**src/rtl/alu.sv**
```systemverilog
`timescale 1ns/1ps
// Keypad BCD calculator: 10-digit signed-magnitude entry/accumulator with sticky overflow flags.
// Optional macro ALU_INPUT_EDGE_EN: accept keys only on idle->active transitions (default: level, held key repeats).
module alu (
   input  logic        clk,
   input  logic        rst_n,
   input  logic [3:0]  digit,
   input  logic [1:0]  operation,
   input  logic        clear_ALU,
   output logic [39:0] AUX,
   output logic        sgn_AUX,
   output logic        full_AUX,
   output logic        full_ACC
);

   typedef enum logic [1:0] {EMPTY, DIGITS, RESULT, OVF} mode_t;

   localparam logic [1:0] OP_NONE  = 2'b00;
   localparam logic [1:0] OP_MINUS = 2'b10;
   localparam logic [1:0] OP_EQ    = 2'b11;

   mode_t       mode, mode_nxt;
   logic [39:0] acc, acc_nxt, aux_nxt;
   logic        acc_sgn, acc_sgn_nxt, sgn_nxt;
   logic        pend, pend_nxt;
   logic [3:0]  cnt, cnt_nxt;
   logic        full_aux_nxt, full_acc_nxt;
   logic        dig_key, op_key, dig_evt, op_evt;
   logic        do_arith, do_eq;

   logic        b_sgn, res_sgn, res_ovf;
   logic [40:0] sum;
   logic [39:0] res_mag;

   function automatic logic [40:0] bcd_add(input logic [39:0] a, input logic [39:0] b);
      logic [4:0]  s;
      logic        c;
      logic [39:0] r;
      c = 1'b0;
      r = '0;
      for (int i = 0; i < 10; i++) begin
         s = {1'b0, a[i*4 +: 4]} + {1'b0, b[i*4 +: 4]} + {4'b0, c};
         if (s > 5'd9) begin
            s = s - 5'd10;
            c = 1'b1;
         end else begin
            c = 1'b0;
         end
         r[i*4 +: 4] = s[3:0];
      end
      return {c, r};
   endfunction

   // Caller guarantees a >= b, so the final borrow is always zero.
   function automatic logic [39:0] bcd_sub(input logic [39:0] a, input logic [39:0] b);
      logic [4:0]  s;
      logic        br;
      logic [39:0] r;
      br = 1'b0;
      r  = '0;
      for (int i = 0; i < 10; i++) begin
         s = {1'b0, a[i*4 +: 4]} - {1'b0, b[i*4 +: 4]} - {4'b0, br};
         if (s[4]) begin
            s  = s + 5'd10;
            br = 1'b1;
         end else begin
            br = 1'b0;
         end
         r[i*4 +: 4] = s[3:0];
      end
      return r;
   endfunction

   assign dig_key = (digit <= 4'd9);
   assign op_key  = (operation != OP_NONE);

`ifdef ALU_INPUT_EDGE_EN
   logic dig_hist_idle, op_hist_idle;
   assign dig_evt = dig_key && dig_hist_idle;
   assign op_evt  = op_key && op_hist_idle;

   // Reset arms the history as "key held" so a key held through reset is not a fresh press.
   always_ff @(posedge clk or negedge rst_n) begin
      if (!rst_n) begin
         dig_hist_idle <= 1'b0;
         op_hist_idle  <= 1'b0;
      end else if (clear_ALU) begin
         dig_hist_idle <= 1'b1;
         op_hist_idle  <= 1'b1;
      end else begin
         dig_hist_idle <= !dig_key;
         op_hist_idle  <= !op_key;
      end
   end
`else
   assign dig_evt = dig_key;
   assign op_evt  = op_key;
`endif

   // Signed-magnitude combine of ACC with the entry under the pending operation.
   always_comb begin
      b_sgn   = sgn_AUX ^ pend;
      sum     = bcd_add(acc, AUX);
      res_ovf = 1'b0;
      if (acc_sgn == b_sgn) begin
         res_mag = sum[39:0];
         res_ovf = sum[40];
         res_sgn = acc_sgn;
      end else if (acc >= AUX) begin
         res_mag = bcd_sub(acc, AUX);
         res_sgn = acc_sgn;
      end else begin
         res_mag = bcd_sub(AUX, acc);
         res_sgn = b_sgn;
      end
      if (res_mag == 40'd0)
         res_sgn = 1'b0;
   end

   always_comb begin
      mode_nxt     = mode;
      acc_nxt      = acc;
      acc_sgn_nxt  = acc_sgn;
      aux_nxt      = AUX;
      sgn_nxt      = sgn_AUX;
      pend_nxt     = pend;
      cnt_nxt      = cnt;
      full_aux_nxt = full_AUX;
      full_acc_nxt = full_ACC;
      do_arith     = 1'b0;
      do_eq        = (operation == OP_EQ);

      if (op_evt) begin
         case (mode)
            EMPTY: begin
               if (do_eq) do_arith = 1'b1;
               else       sgn_nxt  = (operation == OP_MINUS);
            end
            DIGITS: do_arith = 1'b1;
            RESULT: begin
               if (!do_eq) begin
                  pend_nxt = (operation == OP_MINUS);
                  aux_nxt  = '0;
                  sgn_nxt  = 1'b0;
                  cnt_nxt  = '0;
                  mode_nxt = EMPTY;
               end
            end
            default: ;
         endcase
      end else if (dig_evt) begin
         case (mode)
            EMPTY, DIGITS: begin
               if (cnt < 4'd10) begin
                  aux_nxt  = {AUX[35:0], digit};
                  mode_nxt = DIGITS;
                  if (!(AUX == 40'd0 && digit == 4'd0))
                     cnt_nxt = cnt + 4'd1;
               end else begin
                  full_aux_nxt = 1'b1;
               end
            end
            RESULT: begin
               acc_nxt     = '0;
               acc_sgn_nxt = 1'b0;
               aux_nxt     = {36'd0, digit};
               sgn_nxt     = 1'b0;
               cnt_nxt     = (digit != 4'd0) ? 4'd1 : 4'd0;
               mode_nxt    = DIGITS;
            end
            default: ;
         endcase
      end

      if (do_arith) begin
         acc_nxt     = res_mag;
         acc_sgn_nxt = res_sgn;
         if (res_ovf) begin
            full_acc_nxt = 1'b1;
            aux_nxt      = res_mag;
            sgn_nxt      = res_sgn;
            mode_nxt     = OVF;
         end else if (do_eq) begin
            aux_nxt  = res_mag;
            sgn_nxt  = res_sgn;
            pend_nxt = 1'b0;
            cnt_nxt  = '0;
            mode_nxt = RESULT;
         end else begin
            pend_nxt     = (operation == OP_MINUS);
            aux_nxt      = '0;
            sgn_nxt      = 1'b0;
            cnt_nxt      = '0;
            full_aux_nxt = 1'b0;
            mode_nxt     = EMPTY;
         end
      end

      if (clear_ALU) begin
         mode_nxt     = EMPTY;
         acc_nxt      = '0;
         acc_sgn_nxt  = 1'b0;
         aux_nxt      = '0;
         sgn_nxt      = 1'b0;
         pend_nxt     = 1'b0;
         cnt_nxt      = '0;
         full_aux_nxt = 1'b0;
         full_acc_nxt = 1'b0;
      end
   end

   always_ff @(posedge clk or negedge rst_n) begin
      if (!rst_n) begin
         mode     <= EMPTY;
         acc      <= '0;
         acc_sgn  <= 1'b0;
         AUX      <= '0;
         sgn_AUX  <= 1'b0;
         pend     <= 1'b0;
         cnt      <= '0;
         full_AUX <= 1'b0;
         full_ACC <= 1'b0;
      end else begin
         mode     <= mode_nxt;
         acc      <= acc_nxt;
         acc_sgn  <= acc_sgn_nxt;
         AUX      <= aux_nxt;
         sgn_AUX  <= sgn_nxt;
         pend     <= pend_nxt;
         cnt      <= cnt_nxt;
         full_AUX <= full_aux_nxt;
         full_ACC <= full_acc_nxt;
      end
   end

endmodule

```
**config.mk**
```make
export PLATFORM = sky130hd
export DESIGN_NAME = alu
export DESIGN_NICKNAME = d
export VERILOG_FILES = /design/src/rtl/alu.sv
export SDC_FILE = /design/constraint.sdc
export NUM_CORES = 1
export LEC_CHECK = 0
export CAP_MARGIN = 20
export CORE_MARGIN = 4
export CORE_UTILIZATION = 25
export DETAILED_ROUTE_END_ITERATION = 10
export PLACE_DENSITY = 0.38
export RECOVER_POWER = 25
export SLEW_MARGIN = 40
export SYNTH_ARGS = -nofsm -noshare
export SYNTH_HDL_FRONTEND = slang
export SYNTH_SLANG_ARGS = --single-unit
```
**constraint.sdc**
```tcl
create_clock -name clk -period 15.02 [get_ports clk]
set_clock_uncertainty 0.05 [all_clocks]
set_input_delay 3.755 -clock clk [delete_from_list [all_inputs] [get_ports clk]]
set_output_delay 3.755 -clock clk [all_outputs]
set_load 0.01 [all_outputs]
```
Figure 1. Clock nets (run 1).
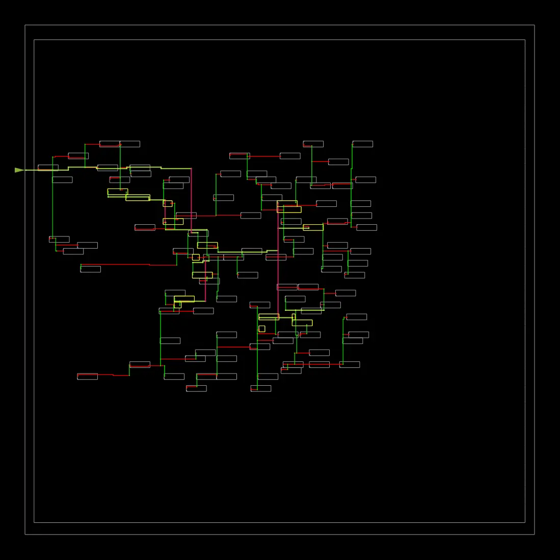
Clock Sinks: 91
clk_buf instances: 10
flip-flops: 91
clk ins delay skew pair: 0.35 ns

Figure 2. Pin map (run 1).
Drawn at 1.5 px/um. Pins as bars across the die edge, other pins in grey.
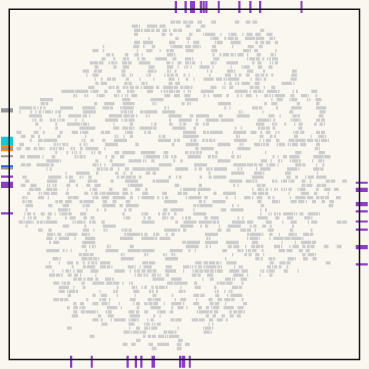
Blue stands for full_ACC, pins 1, direction output, edge left. Cyan stands for digit, pins 4, direction input, edge left. Purple stands for AUX, pins 40, direction output, edge 13 top, 11 right, 11 bottom, 5 left. Orange stands for operation, pins 2, direction input, edge left.
All pins by edge: 17 left, 13 top, 11 right, 11 bottom.
die width: 232 um
IO Port Bufs: 51
die height: 232 um

Figure 3. Placement by cell class (run 1).
Drawn at 1 px/um.
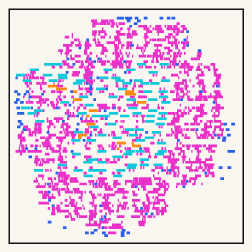
Blue stands for remaining buffers and delay cells, cells 126, share of their area 7.6%. Orange stands for clock drivers and dummy loads, cells 16, share of their area 2.3%. Cyan stands for sequential cells, cells 91, share of their area 16%. Magenta stands for remaining logic cells, cells 1317, share of their area 74%.
area of the core: 49400 um2
Final Util: 30.1%
Final Instance Area: 14900 um2

==> impl_metrics.csv, run 1 <==
group,metric,value,unit
synthesis,syn_avg_cell_area,8.63,um2
drt,wl_met1,19500,um
cells_and_area,syn2layout_area_growth,17.9,%
min_path,min-delay-start,"cnt[3]",
clocking,cts_max_level,3,
drt,top_layer,"met4",
global_routing,grt_overflow,0,
cells_and_area,final_nets,1824,
final_timing,tns,0,ns
synthesis,top_area_share,20.3,%
drt,drc_errors,0,
placed_design,place_congestion,0.793,
synthesis,mux_share,2.57,%
placed_design,placed_area,14200,um2
final_timing,period_needed,14.14,ns
cells_and_area,n_antenna_cell,0,
clocking,cts_tree,"done",
cells_and_area,sh_seq_area,15.3,%
min_path,whs_path_depth,2,
clocking,cts_buffers,9,
die,rows,81,
critical_path,reg2reg_from,"AUX[0]",
clocking,cts_setup_buffers,0,
global_routing,grt_busiest_layer,"met2",
synthesis,synth_cell_type_count,71,
critical_path,worst_ep_required_time,15.21,ns
die,die_area,54000,um2
clocking,ctsRootBufferMaster,"clkbuf_16",
placed_design,dp_cells,2181,
critical_path,setup.worst_path.end,"acc_sgn",
final_timing,hold_viol,0,
drt,drt_iter0_drc,516,
drt,wl_met2,18400,um
job,log.warning_count,132,
cells_and_area,dominant_cells,"logic gates",
clocking,post_cts_resized,4,
critical_path,end_kind,"flip-flop",
placed_design,dp_hpwl,30900,um
drt,num_vias,10300,
final_timing,report.final.slew_viol_count,94,
global_routing,grt_use_met3,1.20,%
critical_path,arrival,14.34,ns
final_timing,period_used_share,94.2,%
synthesis,synth.comb.largest_family,"adder cells",
synthesis,async_flop_share,100,%
job,maxCapViolCount,2,
clocking,clk_pin_slew_worst_paths,0.07,ns
run_status,status,"complete, but fails checks",
cells_and_area,fill_cells,5324,
synthesis,yosysTopAreaCell,"ha_1",
run_status,violations,"max-capacitance violations, max-slew violations",
drt,route.met3.wl,988,um
clocking,ctsHoldBuffers,0,
synthesis,synthesis.area,12600,um2
synthesis,ys_ff,91,
synthesis,xor_area_share,10.2,%
critical_path,cp_slowest_stage_delay,0.46,ns
synthesis,synthTopCellsByArea,"ha_1 20%, dfrtp_1 18%, fa_1 10%",
global_routing,met2_usage,24.4,%
drt,viasPerCell,4.66,
synthesis,ys_seq_share,18.1,%
cells_and_area,seqCellArea,2280,um2
synthesis,edf_count,0,
critical_path,startpoint_type,"flip-flop",
synthesis,ys_sh_simple,13.1,%
synthesis,ys_cells,1460,
final_timing,hold_slack,0.469,ns
global_routing,grtUsageTotal,14.4,%
global_routing,grt_pass1_vias,10400,
critical_path,reg2reg_to,"acc_sgn",
drt,ant_nets,0,
min_path,hold_class,"flip-flop to flip-flop",
==> run 1: sequential cells by signal, summed over array words and instances, names as in the netlist <==
name	count
pend	1
full_ACC	1
mode	2
cnt	4
acc	40
acc_sgn	1
full_AUX	1
AUX	40
sgn_AUX	1
==> run 1: placed cells by master, fill, tap and decap left out, drive strengths merged, types with 4 or more instances in the layout <==
cell             n
a22oi           33
nor2            94
inv            217
o31ai            9
a22o             9
nand3           16
xor2            67
o21ai          121
a211oi          13
nand3b          18
a311oi           4
o22ai           16
dfrtp           91
nand2           75
buf             74
nor4            18
a21o             8
a21oi           68
nand2b          12
ha             204
a222oi           7
clkbuf          12
nor2b           12
mux2i           29
o21bai          20
clkdlybuf4s50   50
nor3            29
nand4           19
xnor2           80
fa              66
and2            12
## Run 2: what changed since run 1
CTS_BUF_LIST = sky130_fd_sc_hd__clkbuf_8   (was unset)
PLACE_DENSITY = unset   (was 0.38)
Figure 4. Placement density heat map (run 2).
Drawn at 1.5 px/um. The die is cut into 23 by 23 equal tiles; black is low, pale yellow is high, 0 to 100% covered.
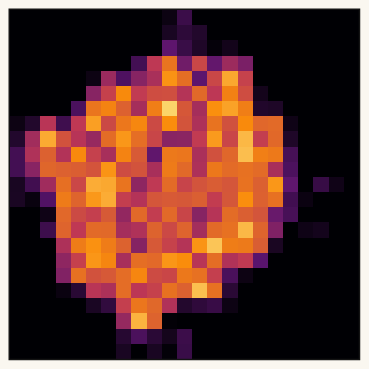
47% of the tiles are nearly empty. 5.3% of the tiles are over 75% full. The emptiest ninth of the die: bottom right. The densest ninth of the die: middle.
Final Util: 30.1%
FP Util: 25.5%

==> run 2 against run 1 <==
Highest routed layer unchanged. Critical endpoint is now sgn_AUX. The flow still finishes with violations (max-capacitance violations, max-slew violations). Non-clock buffer count increased by 7. Wire length is 7.2% lower. Via count rose by 3.0%. Design area increased by 0.13%. Count of clock-buffer cells in the layout fell by 1. Register-to-register slack worse by 0.14 ns. Setup slack got worse by 0.14 ns. Largest cell class unchanged.
==> impl_metrics.csv, run 2 <==
group,metric,value,unit
min_path,hold_class,"flip-flop to flip-flop",
final_timing,tns,0,ns
cells_and_area,top_regs,"AUX x40, acc x40, cnt x4",
synthesis,synthTopCellsByArea,"ha_1 20%, dfrtp_1 18%, fa_1 10%",
critical_path,cp_slowest_stage_delay,0.44,ns
synthesis,yosysTopAreaCell,"ha_1",
critical_path,arrival,14.48,ns
run_status,status,"complete, but fails checks",
cells_and_area,seqCellArea,2280,um2
min_path,min-delay-start,"full_ACC",
synthesis,edf_count,0,
synthesis,top_area_share,20.3,%
job,maxCapViolCount,2,
synthesis,async_flop_share,100,%
clocking,clk-insertion-delay-late,0.38,ns
cells_and_area,dominant_cells,"logic gates",
drt,ant_nets,0,
die,die_area,54000,um2
critical_path,reg2reg_from,"AUX[0]",
drt,viasPerCell,4.79,
final_timing,period_needed,14.29,ns
final_timing,period_used_share,95.1,%
synthesis,ys_seq_share,18.1,%
cells_and_area,layout_top_cells,"204 x ha_1, 192 x inv_1, 108 x o21ai_0",
synthesis,synth_cell_type_count,71,
placed_design,place_congestion,0.850,
cells_and_area,clkbuf_count,9,
global_routing,grt_overflow,0,
synthesis,syn_avg_cell_area,8.63,um2
placed_design,io_buffer_count,51,
clocking,cts_tree,"done",
cells_and_area,final_nets,1831,
synthesis,synthesis.area,12600,um2
synthesis,ys_cells,1460,
placed_design,dp_hpwl,28400,um
global_routing,grtUsageTotal,13.0,%
cells_and_area,sh_seq_area,15.3,%
min_path,whs_path_depth,2,
die,die_height,232,um
run_status,violations,"max-capacitance violations, max-slew violations",
clocking,cts_max_level,3,
die,fp.dieW,232,um
critical_path,end_kind,"flip-flop",
cells_and_area,layout_top_cell,"ha_1",
final_timing,report.final.slew_viol_count,94,
global_routing,grt_pass1_vias,10600,
critical_path,setup.worst_path.end,"sgn_AUX",
clocking,ctsRootBufferMaster,"clkbuf_8",
final_timing,hold_viol,0,
Figure 5. Routed metal, one colour a layer (run 2).
Drawn at 1 px/um.
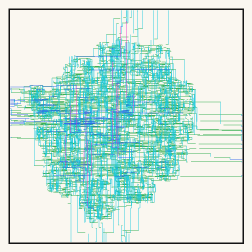
Blue stands for M3, wire length 1610 um. Magenta stands for M4, wire length 590 um. Green stands for M1, wire length 16800 um. Cyan stands for M2, wire length 17300 um.
vias: 10.6k
routed wire length: 36300 um

-- run 2: cell counts after synthesis --
Identical to the previous run, type by type.
-- run 2: per-layer routing --
layer	up-vias	track usage [%]	share of wire (%)
li1	5123	-	-
met1	5222	17.9	46
met2	249	22.0	48
met3	31	1.65	4.4
met4	0	2.82	1.6
met5	-	0	0
-- run 2: cell families (layout without fill, tap and decap cells) --
family	count (synthesis)	after routing	synth area share, %
xor+xnor	147	147	10.2
mux	32	32	2.57
simple gates	321	321	13.1
fa+ha+maj	270	270	30.8
buf+inv	266	362	8.52
flops	91	91	18.1
compound gates	333	333	16.8
-- run 2: timing repair --
action	in CTS	in global routing
setup buffers	0	25
pin swaps	0	50
setup endpoints to repair	2	55
resized	5	104
